Run 1, clock nets:
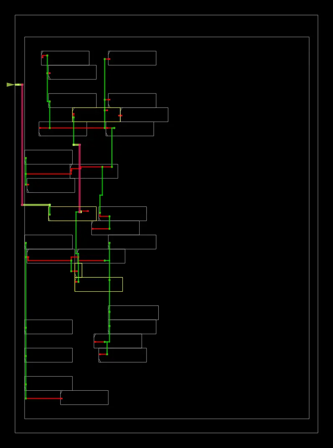
Run 1, M4 wires:
Supply wires on this layer in grey.
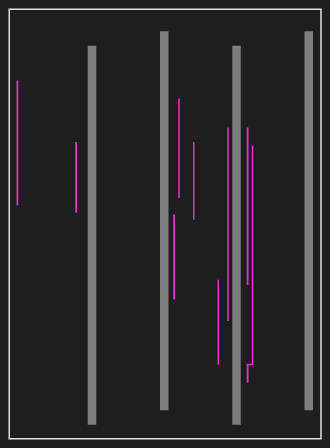
Run 1, cell sizes after repair:
Bar = 20 µm.
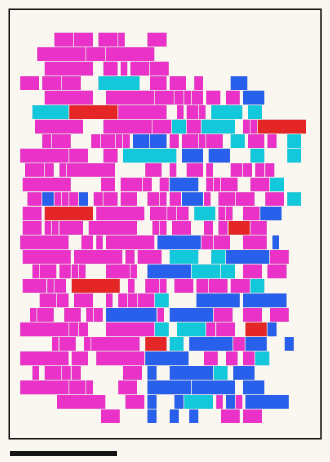
**src/rtl/mux_rr_arbiter_if.sv**
```systemverilog
// Request/grant bundle between the requesters and the round-robin mux arbiter.
// The arbiter takes the slave side; the requesters take the master side.
interface mux_rr_arbiter_if;
    logic       en;
    logic [7:0] req;
    logic [7:0] gnt;
    logic [2:0] select;
    logic       sel_valid;
    logic       expire;

    modport master (
        output en, req,
        input  gnt, select, sel_valid, expire
    );

    modport slave (
        input  en, req,
        output gnt, select, sel_valid, expire
    );
endinterface

```
**src/rtl/mux_rr_arbiter.sv**
```systemverilog
// Round-robin owner scheduler for an 8:1 bit mux. It limits each grant to a
// quantum and forces one dead cycle between owners.
module mux_rr_arbiter #(
    parameter int unsigned N_REQ   = 8,
    parameter int unsigned QUANTUM = 4
) (
    input  logic             clk,
    input  logic             rst_n,
    mux_rr_arbiter_if.slave  bus
);
    typedef enum logic [1:0] {IDLE, GRANT, GAP} state_t;

    state_t     state, state_n;
    logic [7:0] gnt_q, gnt_n;
    logic [2:0] select_q, select_n;
    logic       sel_valid_q, sel_valid_n;
    logic       expire_q, expire_n;
    logic [2:0] ptr, ptr_n;
    logic [7:0] cnt, cnt_n;
    logic [2:0] win, cand;
    logic       win_ok;

    // First requester at or after ptr, wrapping modulo 8
    always_comb begin
        win    = '0;
        win_ok = 1'b0;
        cand   = '0;
        for (int unsigned i = 0; i < N_REQ; i++) begin
            cand = ptr + 3'(i);
            if (!win_ok && bus.req[cand]) begin
                win    = cand;
                win_ok = 1'b1;
            end
        end
    end

    always_comb begin
        state_n     = state;
        gnt_n       = gnt_q;
        select_n    = select_q;
        sel_valid_n = sel_valid_q;
        expire_n    = 1'b0;
        ptr_n       = ptr;
        cnt_n       = cnt;
        case (state)
            GRANT: begin
                if (!bus.req[select_q] || cnt == 8'(QUANTUM)) begin
                    gnt_n       = '0;
                    sel_valid_n = 1'b0;
                    ptr_n       = select_q + 3'd1;
                    expire_n    = bus.req[select_q];
                    state_n     = GAP;
                end else begin
                    cnt_n = cnt + 8'd1;
                end
            end
            default: begin
                gnt_n       = '0;
                sel_valid_n = 1'b0;
                state_n     = IDLE;
                if (bus.en && win_ok) begin
                    gnt_n[win]  = 1'b1;
                    select_n    = win;
                    sel_valid_n = 1'b1;
                    cnt_n       = 8'd1;
                    state_n     = GRANT;
                end
            end
        endcase
    end

    always_ff @(posedge clk or negedge rst_n) begin
        if (!rst_n) begin
            state       <= IDLE;
            gnt_q       <= '0;
            select_q    <= '0;
            sel_valid_q <= 1'b0;
            expire_q    <= 1'b0;
            ptr         <= '0;
            cnt         <= '0;
        end else begin
            state       <= state_n;
            gnt_q       <= gnt_n;
            select_q    <= select_n;
            sel_valid_q <= sel_valid_n;
            expire_q    <= expire_n;
            ptr         <= ptr_n;
            cnt         <= cnt_n;
        end
    end

    assign bus.gnt       = gnt_q;
    assign bus.select    = select_q;
    assign bus.sel_valid = sel_valid_q;
    assign bus.expire    = expire_q;
endmodule

```
**src/flat_wrapper.sv**
```systemverilog
// flat-port wrapper written by rule: the top's interface ports become plain ports
module mux_rr_arbiter_flat 
#(
    parameter int unsigned N_REQ   = 8,
    parameter int unsigned QUANTUM = 4
)
  (clk, rst_n, bus_en, bus_req, bus_gnt, bus_select, bus_sel_valid, bus_expire);
  mux_rr_arbiter_if bus_i ();
  input  logic clk;
  input  logic rst_n;
  input wire logic [$bits(bus_i.en)-1:0] bus_en;
  input wire logic [$bits(bus_i.req)-1:0] bus_req;
  output wire logic [$bits(bus_i.gnt)-1:0] bus_gnt;
  output wire logic [$bits(bus_i.select)-1:0] bus_select;
  output wire logic [$bits(bus_i.sel_valid)-1:0] bus_sel_valid;
  output wire logic [$bits(bus_i.expire)-1:0] bus_expire;
  assign bus_i.en = bus_en;
  assign bus_i.req = bus_req;
  assign bus_gnt = bus_i.gnt;
  assign bus_select = bus_i.select;
  assign bus_sel_valid = bus_i.sel_valid;
  assign bus_expire = bus_i.expire;
  mux_rr_arbiter #(.N_REQ(N_REQ), .QUANTUM(QUANTUM)) u_core (.clk(clk), .rst_n(rst_n), .bus(bus_i));
endmodule
```
**config.mk**
```make
export PLATFORM = sky130hd
export DESIGN_NAME = mux_rr_arbiter_flat
export DESIGN_NICKNAME = d
export VERILOG_FILES = /design/src/rtl/mux_rr_arbiter_if.sv /design/src/rtl/mux_rr_arbiter.sv /design/src/flat_wrapper.sv
export SDC_FILE = /design/constraint.sdc
export NUM_CORES = 1
export LEC_CHECK = 0
export CORE_ASPECT_RATIO = 1.4
export CORE_MARGIN = 1.5
export CORE_UTILIZATION = 51
export CTS_BUF_LIST = sky130_fd_sc_hd__clkbuf_16
export DETAILED_ROUTE_END_ITERATION = 10
export GPL_TIMING_DRIVEN = 0
export PLACE_DENSITY = 0.81
export SYNTH_ARGS = -nofsm -noshare
export SYNTH_HDL_FRONTEND = slang
export SYNTH_SLANG_ARGS = --single-unit
```
**constraint.sdc**
```tcl
create_clock -name clk -period 3.9 [get_ports clk]
set_clock_uncertainty 0.15 [all_clocks]
set_input_delay 1.17 -clock clk [delete_from_list [all_inputs] [get_ports clk]]
set_output_delay 1.17 -clock clk [all_outputs]
set_load 0.02 [all_outputs]
```
==> notes.md, run 1 <==
Flow results.

- The worst register-to-register path has a setup slack of 110 ps.
- The number of gates resized after CTS is 14.
- The CTS H-tree depth is 1.
- For reference, the critical path is captured by u_core.bus.gnt[1].
- In the layout the tool counted multi-input logic cells amounting to 172.
- Per the post-route antenna check, the number of violating nets is 0.
- The synthesized netlist handed to floorplanning was reported with a cell count of 216.
- The utilization after layout is 0.6698.
- The met1 usage in global routing is 0.2933.
- The average footprint of a synthesized cell is 10.10 µm².
- The script logs the mean routed wire length per placed instance as 19.03 µm.
- The buffering overhead is 0.1436.
- Of the total synthesized cell area, the portion taken by full adders, half adders and majority gates is 0.02869.
- For reference, the mux area share after synthesis is 0.2565.
- The clock tree from TritonCTS is yes.
- The tree is rooted in a sky130_fd_sc_hd__clkbuf_16.
- On the critical path the largest part of the delay comes from AND-OR/OR-AND gates.
- Looking at the hold checks, the worst path lands on u_core.bus.gnt[0].
- The flip-flop and latch share of the layout cell area is 0.2328.
- Logged for this run, the post-placement worst setup slack is -516.1 ps.
- Pin placement for this block handled 24 I/O pins.
- The pin closest to its max-slew limit shows a slew of 1084 ps.
- Across the run, the number of max-cap violations was 0.
- The hold buffer count at CTS is 0.
- The HPWL after detailed placement is 4017 µm.
- The initial antenna violation count is 0.
- The sequential element share of the synthesized area is 0.2869.
- Warnings raised by the tools during the run amount to 28.
- The post-synth tally of flip-flops with integrated enable is 0.
- The number of cells on the critical path is 11.
- The total number of nets in the final design is 273.
- The timing report gives the clock slew at the launch and capture registers of the worst setup and hold paths as 60 ps.
- Summed over all layers, the global routing overflow is 0.
- Setup repair after global routing left no endpoint under its margin.
- The wire length of the first global-routing pass is 9011 µm.
- The worst flop-to-flop path endpoint is u_core.bus.gnt[1].
- The maximum fanout along the worst path is 10.
- Looking at the gate-level netlist, the highest instance count belongs to sky130_fd_sc_hd__dfrtp_1.
- The largest contributor to cell area by class is multi-input combinational cells.
- The run finished with clean final reports.
- In the synthesized netlist, the cells that appear most often are sky130_fd_sc_hd__dfrtp_1, sky130_fd_sc_hd__nor2_1, sky130_fd_sc_hd__a21oi_1.
- The fraction of standard cell area in multi-input logic is 0.5632.
- Tap insertion was completed with 43 tapcells.
- Summed over all nets, wire length on met2 after detailed routing comes to 3071 µm.
- For reference, the most critical setup path is categorized as flop to flop.
- The clock sink count is 25.
- The slowest stage of the critical path belongs to the cell sky130_fd_sc_hd__o41a_1.
- The clock-cell share of area is 0.02928.
- The post-synthesis share of cell area spent on and-or and or-and gates is 0.2060.
- Timing would allow up to 263.6 MHz.
- The detailed-router iteration count before antenna repair is 6.
- The count of sequential standard cells is 25.
- The final route contains 1,953 vias.
- The total routing usage reported by global routing is 0.2481.
- The effective utilization at floorplan is 0.5425.
- The number of antenna diodes is 0.
- The fraction of registers with async set/reset is 1.000.
- In the layout the commonest cells are sky130_fd_sc_hd__dfrtp_1, sky130_fd_sc_hd__nor2_1.
- The area of the die is 4683 µm².
- The number of failing setup endpoints in the final timing report is 0.
- The startpoint type of the worst setup path is a flop.
- The count of unresolved DRC violations after routing is 0.
- The count of yosys warnings during synthesis is 0.
- The iteration-0 DRC count of the detailed router is 87.
- After detailed routing, the wire length on met1 is 2190 µm.
- Summing every instance area after synthesis gives 2181 µm².
- The longest incremental delay of any stage on the critical path is reported as 500 ps.
- Measured along the y axis, the die boundary spans 80.37 µm.
- The fraction of synthesized cell area taken by the top area cell type is 0.2869.
- The worst hold slack after final layout is 341.9 ps.
-- 'clock nets' (at the start) --
clock buffer instance count of the final layout: 3
clock buffer count from CTS: 3

-- 'M4 wires' (at the start) --
share of all routed wire: 3.7%
wire length on this layer: 210 µm
longest straight run: 40.9 µm
main direction: vertical
nets with wire on the layer: 9

-- 'cell sizes after repair' (at the start) --
legend:
  x2:
    colour: blue
    cells: 37
    share: 14%
  x3 and x4:
    colour: cyan
    cells: 26
    share: 10%
  x6 and larger:
    colour: red
    cells: 7
    share: 2.7%
  x1 and smaller:
    colour: magenta
    cells: 186
    share: 73%

==> run 1 -> run 2 <==
Settings changed: TNS_END_PERCENT from default to 20.
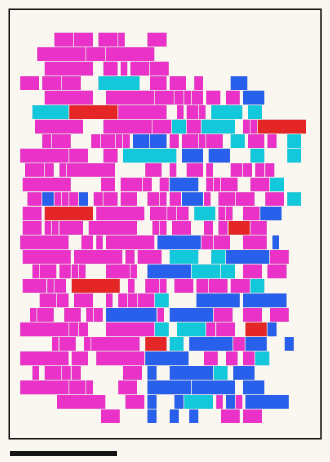
Run 2: cell sizes after repair
Bar = 20 µm.
legend:
  x2:
    colour: blue
    cells: 37
    share: 14%
  x1 and smaller:
    colour: magenta
    cells: 186
    share: 73%
  x6 and larger:
    colour: red
    cells: 7
    share: 2.7%
  x3 and x4:
    colour: cyan
    cells: 26
    share: 10%

==> notes.md, run 2 <==
Flow results.

- The flow ran to the end, and the final reports show no timing, DRC or antenna violations.
- For the final routed database, the setup TNS stands at 0 ps.
- The fraction of registers with async set/reset is 1.000.
- The pre-antenna-repair detailed-routing pass consisted of 6 iterations.
- The CTS H-tree depth is 1.
- The count of yosys warnings during synthesis is 0.
- The number of tapcells is 43.
- The number of antenna diodes is 0.
- The fraction of synthesized cell area taken by the top area cell type is 0.2869.
- Setup repair after global routing left no endpoint under its margin.
- Dividing the detail-routed via count by the number of cells gives 6.532.
- For this run, the slowest stage of the critical path takes 500 ps.
- The HPWL after detailed placement is 4017 µm.
- The number of clock buffers in the layout is 3.
- The effective utilization at floorplan is 0.5425.
- By count the netlist is led by sky130_fd_sc_hd__dfrtp_1, sky130_fd_sc_hd__nor2_1, sky130_fd_sc_hd__a21oi_1.
- The multiplexer fraction of the synthesized cell area is 0.2565.
- The number of antenna-violating nets in the routed design is 0.
- The post-synth count of flops with an enable pin is 0.
- The post-synthesis xor/xnor area fraction is 0.04418.
- The highest clock rate this design can be run at is 263.6 MHz.
- On the critical path, the stage with the largest delay is an instance of sky130_fd_sc_hd__o41a_1.
- Of the total synthesized cell area, the portion taken by full adders, half adders and majority gates is 0.02869.
- For this run, global-route usage on met1 was measured as 0.2933.
- The flip-flop and latch share of the layout cell area is 0.2328.
- In the layout the commonest cells are sky130_fd_sc_hd__dfrtp_1, sky130_fd_sc_hd__nor2_1.
- The CTS root buffer is sky130_fd_sc_hd__clkbuf_16.
- Per the run summary, max-cap violations total 0.
- The total number of nets in the final design is 273.
- Per the GRT congestion report, total overflow comes to 0.
- Per the synthesis report, the AND-OR/OR-AND share of the synthesized area is 0.2060.
- The maximum fanout along the worst path is 10.
- In the finished design the tool counted flip-flops and latches totalling 25.
- For the pin with the worst max-slew slack, the measured transition is 1084 ps.
- The endpoint of the worst hold path is reported as u_core.bus.gnt[0].
- The count of unresolved DRC violations after routing is 0.
- The number of hold buffers added after CTS was 0.
- The fraction of final cell area spent on non-clock buffers in this run is 0.1436.
- The number of gates resized after CTS is 14.
- The vertical die dimension is 80.37 µm.
- The dominant delay contributor by cell family on the critical path is AND-OR/OR-AND gates.
- The routed design shows a wire length per standard cell of 19.03 µm.
- After floorplanning, the die was sized to cover 4683 µm².
- The OpenROAD warning count is 28.
- The clock sink count is 25.
- The CTS buffer count is 3.
- The final critical path time including I/O delays and setup is 3793 ps.
- The tightest hold path in the finished design has a slack of 341.9 ps.
- The slack of the critical path is 107.0 ps.
- The wire length of the first global-routing pass is 9011 µm.
- The worst flop-to-flop path endpoint is u_core.bus.gnt[1].
- The initial antenna violation count is 0.
- The first routing iteration left 87 violations.
- The element type at the critical path end is a flop.
- Looking at the area split, the leading class of cells is multi-input combinational cells.
- The number of I/O pins is 24.
- The share of the Yosys chip area taken by registers is 0.2869.
- The total routing usage reported by global routing is 0.2481.
- On the reported timing paths, the clock transition at the registers reads 60 ps.
- The number of failing setup endpoints in the final timing report is 0.
- The combined area of all synthesized cells is 2181 µm².
- In the post-synthesis netlist, the cell with the most instances is sky130_fd_sc_hd__dfrtp_1.
- According to the cell report, the number of logic gates is 172.
- The utilization after layout is 0.6698.
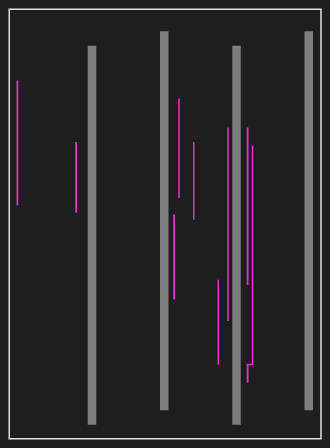
Run 2: M4 wires
Supply wires on this layer in grey.
nets with wire on the layer: 9
longest straight run: 40.9 µm

